Routed metal per tile:
17 x 17 tiles, from black (low) to pale yellow (high), scaled to the fullest tile. Values are wire area over tile area, all layers added.
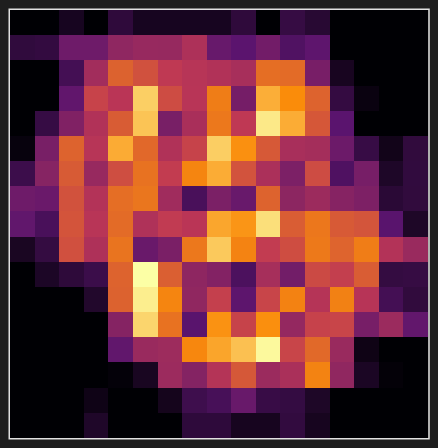
Metal layers overlaid:
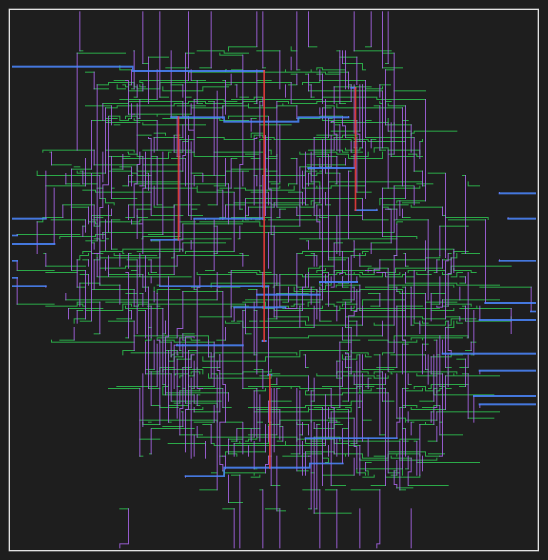
Placed standard cells:
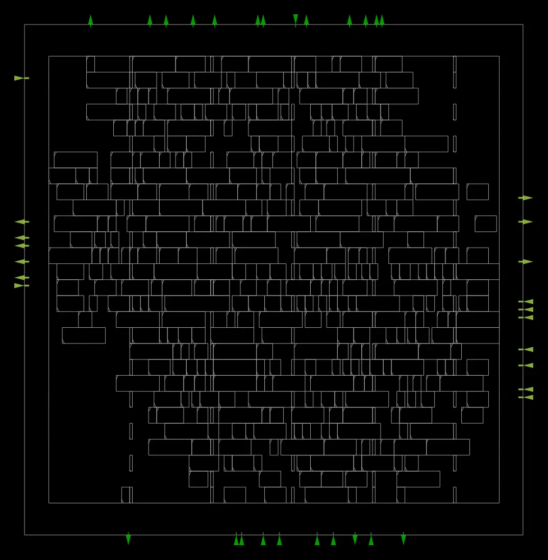
[src/rtl/bin_to_bcd_pkg.sv]
// Shared definitions for the sequential binary-to-BCD converter:
// FSM state encodings, digit constants and the saturation limit helper.
package bin_to_bcd_pkg;

    typedef enum logic [1:0] {
        IDLE  = 2'd0,
        SHIFT = 2'd1,
        DONE  = 2'd2
    } state_t;

    localparam logic [3:0] BCD_MAX_DIGIT  = 4'd9;
    localparam logic [3:0] ADD3_THRESHOLD = 4'd5;

    // Largest value representable in the given number of decimal digits (10^n - 1).
    function automatic logic [63:0] bcd_max_value(input int n);
        logic [63:0] v;
        v = 64'd1;
        for (int i = 0; i < n; i++) begin
            v = v * 64'd10;
        end
        return v - 64'd1;
    endfunction

endpackage

[src/rtl/bin_to_bcd_seq_digit_adj.sv]
// Combinational double-dabble correction for one BCD digit (add 3 when >= 5).
module bcd_digit_adj
    import bin_to_bcd_pkg::*;
(
    input  logic [3:0] digit,
    output logic [3:0] adj
);

    assign adj = (digit >= ADD3_THRESHOLD) ? digit + 4'd3 : digit;

endmodule

[src/rtl/bin_to_bcd_seq.sv]
// Sequential double-dabble binary-to-BCD converter, one bit per clock, with saturation.
// Optional leading-zero blanking is enabled with macro BIN_TO_BCD_LEADING_BLANK_EN.
//
// state | meaning
// IDLE  | waiting for start; bin captured when start is accepted
// SHIFT | one add-3/shift step per clock, WIDTH steps in total
// DONE  | register bcd/overflow/blank, pulse done, drop busy
module bin_to_bcd_seq
    import bin_to_bcd_pkg::*;
#(
    parameter int WIDTH  = 14,
    parameter int DIGITS = 4
) (
    input  logic                  clk,
    input  logic                  reset,
    input  logic                  start,
    input  logic [WIDTH-1:0]      bin,
    output logic                  busy,
    output logic                  done,
    output logic [4*DIGITS-1:0]   bcd,
    output logic                  overflow,
    output logic [DIGITS-1:0]     blank
);

    localparam int SR_W  = 4*DIGITS + WIDTH;
    localparam int CNT_W = (WIDTH > 1) ? $clog2(WIDTH) : 1;
    localparam logic [CNT_W-1:0] LAST_BIT = CNT_W'(WIDTH - 1);
    localparam logic [63:0] MAX_VALUE = bcd_max_value(DIGITS);

    state_t               state;
    logic [SR_W-1:0]      sr;
    logic [SR_W-1:0]      sr_next;
    logic [WIDTH-1:0]     bin_q;
    logic [CNT_W-1:0]     bit_cnt;
    logic [4*DIGITS-1:0]  adj_digits;
    logic [4*DIGITS-1:0]  final_digits;
    logic [DIGITS-1:0]    blank_c;
    logic                 ovf_c;

    for (genvar g = 0; g < DIGITS; g++) begin : g_adj
        bcd_digit_adj u_adj (
            .digit (sr[WIDTH + 4*g +: 4]),
            .adj   (adj_digits[4*g +: 4])
        );
    end

    // The digit field's top bit falls off the shift; any value that reaches it
    // already exceeds the digit range and is replaced by saturation below.
    assign sr_next = SR_W'({adj_digits, sr[WIDTH-1:0], 1'b0});

    assign ovf_c        = 64'(bin_q) > MAX_VALUE;
    assign final_digits = ovf_c ? {DIGITS{BCD_MAX_DIGIT}} : sr[SR_W-1 -: 4*DIGITS];

`ifdef BIN_TO_BCD_LEADING_BLANK_EN
    logic seen_nonzero;

    always_comb begin
        blank_c      = '0;
        seen_nonzero = 1'b0;
        for (int k = DIGITS - 1; k >= 1; k--) begin
            if (final_digits[4*k +: 4] != 4'd0) begin
                seen_nonzero = 1'b1;
            end
            blank_c[k] = !seen_nonzero;
        end
    end
`else
    assign blank_c = '0;
`endif

    always_ff @(posedge clk) begin
        if (reset) begin
            state    <= IDLE;
            busy     <= 1'b0;
            done     <= 1'b0;
            bcd      <= '0;
            overflow <= 1'b0;
            blank    <= '0;
            sr       <= '0;
            bin_q    <= '0;
            bit_cnt  <= '0;
        end else begin
            done <= 1'b0;
            case (state)
                IDLE: begin
                    if (start) begin
                        bin_q   <= bin;
                        sr      <= {{(4*DIGITS){1'b0}}, bin};
                        bit_cnt <= '0;
                        busy    <= 1'b1;
                        state   <= SHIFT;
                    end
                end
                SHIFT: begin
                    sr <= sr_next;
                    if (bit_cnt == LAST_BIT) begin
                        state <= DONE;
                    end else begin
                        bit_cnt <= bit_cnt + 1'b1;
                    end
                end
                DONE: begin
                    bcd      <= final_digits;
                    overflow <= ovf_c;
                    blank    <= blank_c;
                    done     <= 1'b1;
                    busy     <= 1'b0;
                    state    <= IDLE;
                end
                default: begin
                    state <= IDLE;
                    busy  <= 1'b0;
                end
            endcase
        end
    end

endmodule

[config.mk]
export PLATFORM = sky130hd
export DESIGN_NAME = bin_to_bcd_seq
export DESIGN_NICKNAME = d
export VERILOG_FILES = /design/src/rtl/bin_to_bcd_pkg.sv /design/src/rtl/bin_to_bcd_seq_digit_adj.sv /design/src/rtl/bin_to_bcd_seq.sv
export SDC_FILE = /design/constraint.sdc
export NUM_CORES = 1
export LEC_CHECK = 0
export CORE_AREA = 4 4 81 83
export DETAILED_ROUTE_END_ITERATION = 12
export DIE_AREA = 0 0 85 87
export PLACE_DENSITY = 0.79
export SYNTH_ARGS = -nofsm -noshare
export SYNTH_HDL_FRONTEND = slang
export SYNTH_SLANG_ARGS = --single-unit
[constraint.sdc]
create_clock -name clk -period 2 [get_ports clk]
set_clock_uncertainty 0.15 [all_clocks]
set_input_delay 0.5 -clock clk [delete_from_list [all_inputs] [get_ports clk]]
set_output_delay 0.5 -clock clk [all_outputs]
set_load 0.02 [all_outputs]
==> deck_impl_summary.md <==
Run Summary

Logic synthesis
  • Main synth FF type: dfxtp_1
  • Top-area cell share: 0.427
  • Top cells, area: dfxtp_1 (43%), nand2_1 (7.5%), a311oi_2 (4.9%), a21oi_1 (4.8%), mux2i_1 (4.3%)
  • Sequential-to-total area share from yosys stat: 0.427
  • Count leader, synth: dfxtp_1
  • Flip-flops with a built-in enable: 0
  • Mapped Area: 3050 um^2
  • Yosys cell types: 40
  • Post-synth top cells: dfxtp_1 (65), nand2_1 (61), nor2_1 (32), a21oi_1 (29), mux2i_1 (13)
  • Syn_area_per_cell: 8.83 um^2
  • Ys async rst share: 0
  • YS warnings: 0

Timing
  • Minimum clock period: 1.93 ns
  • Final setup viols: 0
  • Hold WS: 0.304 ns
  • Period utilization: 0.967
  • Setup TNS Final: 0 ns
  • Unrepaired setup endpoints after global routing: false
  • Achievable clock frequency: 0.517 GHz
  • Final Max Slew Viols: 0

Final layout
  • Leading cell kind: multi-input combinational cells
  • Post-route cell area: 3690 um^2
  • Area growth syn-to-layout: 21.1%
  • Nets@finish: 407
  • Logic area: 1520 um^2
  • Buffer share of cell area: 0.138
  • # fillers: 472
  • Logic share of the area: 0.412
  • Combinational Gates: 242
  • Nonclk buf count: 50
  • Final clock-cell share: 0.0597
  • Clock buffer count: 11

Clock network
  • CTS Buf Count: 9
  • Setup bufs post-CTS: 0
  • Latency at later pin: 0.34 ns
  • CTS tree: yes
  • Clock Sinks: 65
  • Post-CTS resize count: 0
  • Clk slew on worst S/H paths: 0.07 ns
  • H-tree depth: 3
  • Maximum clock path buffer count: 2

Setup path
  • CP max FO: 2
  • Worst Setup EP: bcd[5]
  • Critical path buffers and inverters: 1
  • Arrival time worst endpoint: 1.28 ns
  • Critical path's largest stage delay: 0.61 ns
  • WP depth: 1
  • FF-to-FF Start: state[0]$_SDFFE_PP0P_
  • Top Family by Delay on Critical Path: buffers and inverters
  • Slowest-stage cell, CP: clkdlybuf4s50_1
  • Startpoint Class: register
  • Flop-to-flop setup slack: 0.29 ns
  • Critical Path Start: bcd[5]$_SDFFE_PP0P_

Pwr
  • Peak VDD IR: 0.569 mV
  • PD cells: 776 nW/um^2
  • Leakage power: 0.00157 uW

Detailed routing
  • Residual DRC: 0
  • Initial DRC Count: 164
  • First drt pass iteration count: 4
  • Drt via density: 5.33
  • ANT nets after route: 0

Run
  • Tool warnings: 31

Floorplanning
  • Die X: 85 um
  • FP Core Util: 0.521
  • Tap cells: 75
  • Full die area: 7400 um^2

Place
  • Routability Congestion: 0.770
  • Number of I/O port buffers: 35

Global routing
  • GR Overflow Total: 0
  • Largest net degree at the start of global routing: 33
  • Initial antenna violation count: 0
  • Vias in the first global route: 2308

Worst hold path
  • Worst Hold Launch: bin_q[12]$_SDFFE_PP0P_
  • Hold WC Path Type: register to register

Outcome
  • Status: complete, no violations
Back to the opening pictures, 'routed metal per tile':
- emptiest ninth of the die: bottom left
- densest ninth of the die: middle
- nearly empty tiles: 23%
- mean over tiles: 0.14
- fullest tile: 0.41
- tiles over half the peak: 30%
Vias: 2452
Routed WL: 6350 um

Back to the opening pictures, 'metal layers overlaid':
- red: met4 (wire length 97.9 um)
- purple: met2 (wire length 2920 um)
- green: met1 (wire length 3050 um)
- blue: met3 (wire length 288 um)
DR WL/cell: 13.8 um
Tot GR Track Use: 0.182

Back to the opening pictures, 'placed standard cells':
Util after Layout: 0.631
core area: 5850 um^2
FFs & Latches: 65
final std cells w/o fill: 460

==> per-stage QoR <==
step                      utilization  total power [uW]  setup slack, ns
after floorplan                     -              1580            0.436
after global placement          0.589              1650           0.0674
after detailed placement        0.589              1650           0.0315
after CTS                       0.626              2880          0.00998
after global routing            0.631              2980           0.0206
final                           0.631              2860           0.0656
==> placed cells by master (no fill, tap or decap), drive strengths merged, types with 2 or more instances in the layout <==
cell / n
a21oi: 29
a22o: 11
a311oi: 10
a32oi: 4
buf: 16
bufinv: 2
clkbuf: 11
clkdlybuf4s50: 24
clkinv: 3
conb: 4
dfxtp: 65
dlymetal6s2s: 10
ha: 10
inv: 12
mux2i: 13
nand2: 61
nand2b: 7
nand3: 4
nand3b: 2
nor2: 42
nor2b: 2
nor3: 3
o21ai: 5
o221a: 2
o22ai: 9
o31ai: 4
xnor2: 4
xor2: 5
==> cells by family (layout without fill, tap and decap cells) <==
| kind of cell | after synthesis | in the layout | share of synthesized area |
|---|---|---|---|
| fa+ha+maj | 10 | 10 | 0.0411 |
| buf+inv | 41 | 78 | 0.0776 |
| simple gates | 126 | 126 | 0.181 |
| xor+xnor | 9 | 9 | 0.0259 |
| flops | 65 | 65 | 0.427 |
| compound gates | 80 | 80 | 0.204 |
| other cells | 1 | 4 | 0.00123 |
| mux | 13 | 13 | 0.0427 |
==> report_power, final <==
part	total (uW)	switching (uW)	internal [uW]
clock network	1240	501	734
logic	263	147	116
registers	1360	28.3	1340
total	2860	676	2190
==> state kept, by name (all words and copies together) (netlist names) <==
name	cells
bin_q	10
done	1
overflow	1
bit_cnt	4
busy	1
bcd	16
state	2
sr	30
==> per-layer routing <==
layer  up-vias  wire length (um)  global-route usage
met5         -                 0                   0
met2        43              2920               0.276
met1      1159              3050               0.239
met4         0                97              0.0806
met3         8               288              0.0549
li1       1242                 -                   -
Power is estimated from default activity; no workload was simulated.
